==> images/flops_by_reg.png <==
Bar = 20 µm. Other sequential cells in the stronger grey, the rest of the logic in the fainter grey.
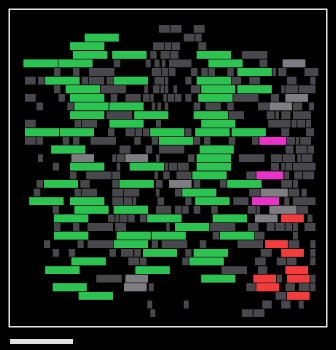
==> images/clk_routes.png <==
Bar = 20 µm.
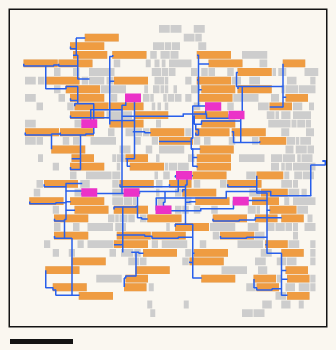
==> images/clocks.png <==
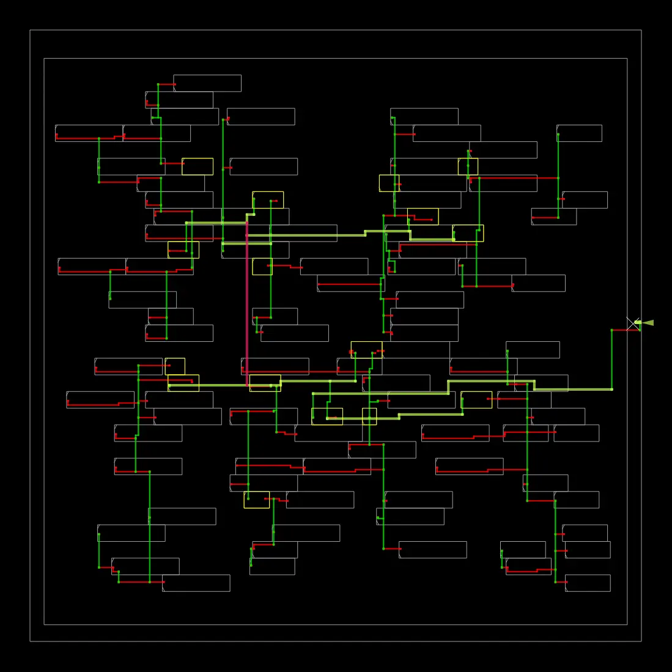
==> images/detail.png <==
Window x 60 to 90, y 10 to 40 µm. Cells in grey, sequential cells in the stronger grey; small squares are vias.
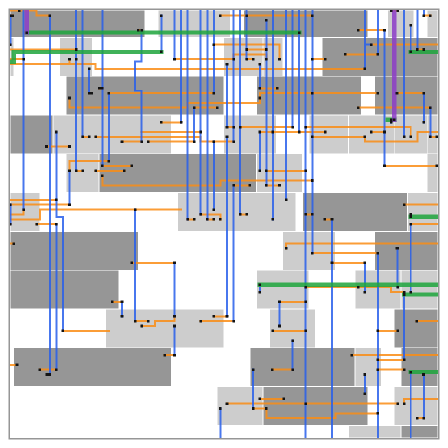
==> images/sizes.png <==
Bar = 20 µm.
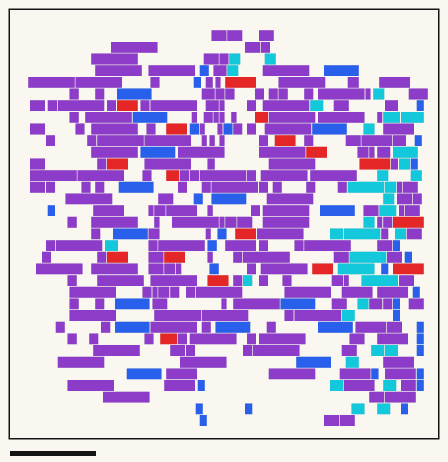
Design decode_stage, sky130hd; sources not shown.
==> Changelog: implementation <==
### Changed

* Core area at ~8800 µm²
* Drt drc at 1
* DP HPWL at ~5700 µm
* Status: finished with violations
* Registers, synthesis at between 80 and 90
* Final setup fails at 1
* Fraction of registers with async set/reset at 0%
* Setup CP Type: reg -> out
* Cell Int Power at around 0.0030 W
* Worst Path Required at about 1500 ps
* CTS tree: yes
* Slew margin rel. at 63.29%
* Via count at ~2.2k
* Sw Share at 24.89%
* Clock-pin slew of the registers on the worst-case setup and hold paths at approximately 90 ps
* Drt first-iter violations at between 90 and 100
* Top-count cell post-synth: and2_1
* Leakage Power at about 1.7 nW
* Post-synth EDFFs at 64
* Critical Path AT at approximately 1800 ps
* Final Cycle Share at 118.8%
* Pwr dens at 882.1 nW/µm²
* First-pass GRT wire length at approximately 12000 µm
* Area leader share at between 50 and 60%
* Cell taking the most area after synthesis: edfxtp_1
* Max Freq at between 0.4 and 0.5 GHz
* Vias in the first global route at 2295
* Reg-to-reg slack, setup at roughly 40 ps
* GPL Wtd Cong at slightly below 0.8
* Tool Warnings at 38
* Final Max Slew Viols at 0
* Final ANT Viol Nets at 0
* H-tree depth at 3
* Largest net degree at the start of global routing at 19
* Commonest cells post-synth: and2_1, edfxtp_1, dfxtp_1
* Violated checks: DRC, setup timing
* Final setup margin at -328.4 ps
* Die height at roughly 100 µm
* Post-synthesis chip area from yosys at roughly 3700 µm²
* Worst-margin pin slew at 552.9 ps
* CP max FO at 2
Notes on flops_by_reg.png above:
[magenta] `o_id_ex_rd` | placed flops: 3
[green] `r_regs` | placed flops: 64
[red] `o_id_ex_imm_data` | placed flops: 8 | where: bottom right
sequential power: 0.00231 W
Seq/total area: 51.77%
Final Util: 52.23%

Notes on clk_routes.png above:
[magenta] clock drivers | count: 9
[blue] clock wires | length: 976 µm
[orange] flip-flops | count: 86
flops lie: all over the die
Clock Latency Late Sink: 360 ps
Clk. pwr: 0.00134 W
Clock Power Share: 33.1%
setup clock skew after layout: 11.06 ps

Notes on clocks.png above:
Seq Cell Count: 86
TritonCTS buffer count: 9
clock buf count: 10
CTS Sinks: 86

Notes on detail.png above:
[orange] metal 1
[blue] metal 2
[green] metal 3
[purple] metal 4
most frequent: and2_4 (6), dfxtp_1 (6), edfxtp_1 (6)
cells with their middle in the window: 38
sequential cells in the window: 14

Notes on sizes.png above:
[blue] _2 cells | cells: 45
[purple] _0 and _1 cells | cells: 237
[cyan] _3 and _4 cells | cells: 34
[red] _6 and larger | cells: 17
buffers outside the clock class: 75
Area Overhead vs Synth: 25.20%
final setup margin: -328.4 ps
Design Area, Final: 4599 µm²

-- critical path, stage by stage, from the launching register on --
cell and delay [ps]:
dfxtp_4 350, xor2_1 140, or4_4 560, nor3_4 200, nor2_4 60, buf_12 160
-- kinds of logic (layout without fill, tap and decap cells) --
kind of cell	after synthesis	after routing	synth area share, %
multiplexers	24	24	11.99
buffers and inverters	10	93	1.567
XOR/XNOR	6	6	1.431
flip-flops	86	86	64.31
AND/OR/NAND/NOR	115	115	18.87
AND-OR/OR-AND	9	9	1.839
-- power by group through the flow --
stage	Sequential, W	Clock (W)	Combinational (W)
after detailed placement	0.00236	0	0.000421
after CTS	0.00231	0.00136	0.000422
after global routing	0.00232	0.00144	0.000436
final	0.00231	0.00134	0.000407
after global placement	0.00235	0	0.000412
after floorplan	0.00238	0	0.000199
-- routing by layer --
| layer | track usage (%) | vias up | part of all wire, % |
|---|---|---|---|
| li1 | - | 1056 | - |
| met1 | 20.03 | 1083 | 40 |
| met2 | 30.51 | 73 | 52 |
| met3 | 5.292 | 11 | 6.5 |
| met4 | 4.320 | 0 | 1.5 |
| met5 | 0 | - | 0 |
-- metrics by stage --
step	TNS (ps)	std cells	hold slack, ps	worst slack (ps)
after floorplan	-152.0	250	384.2	-37.19
after global placement	-12970	420	732.1	-364.1
after detailed placement	-14680	420	731.6	-393.4
after CTS	-398.6	439	465.6	-398.6
after global routing	-1381	441	465.6	-373.8
final	-328.4	441	472.5	-328.4
-- cell type report --
class / count / area [µm²] / area share [%]
inverter: 2 / 7.507 / 0.1632
sequential: 86 / 2381 / 51.77
clock buffer: 10 / 137.6 / 2.992
timing repair buffer: 75 / 605.6 / 13.17
clock inverter: 6 / 52.55 / 1.143
multi-input combinational: 154 / 1280 / 27.83
tap: 108 / 135.1 / 2.938
-- timing repair --
| item | in CTS | in global routing |
|---|---|---|
| resized | 2 | 2 |
| pin swaps | 3 | 2 |
| endpoints found under the setup margin | 4 | 12 |
| buffers inserted | 3 | 2 |
-- cell usage in the layout (no fill, tap or decap), types with 3 or more instances in the layout --
cell type / n
and2_4: 9
buf_12: 4
edfxtp_1: 64
clkbuf_2: 22
dfxtp_1: 17
xor2_1: 3
or2_2: 7
xnor2_1: 3
mux2i_1: 8
mux4_2: 16
nand2b_1: 4
clkbuf_8: 10
and2_1: 33
a211oi_1: 8
clkbuf_1: 7
nor2_1: 16
buf_4: 12
dfxtp_4: 5
clkdlybuf4s50_1: 26
and2_0: 33
Power is estimated from default activity; no workload was simulated.
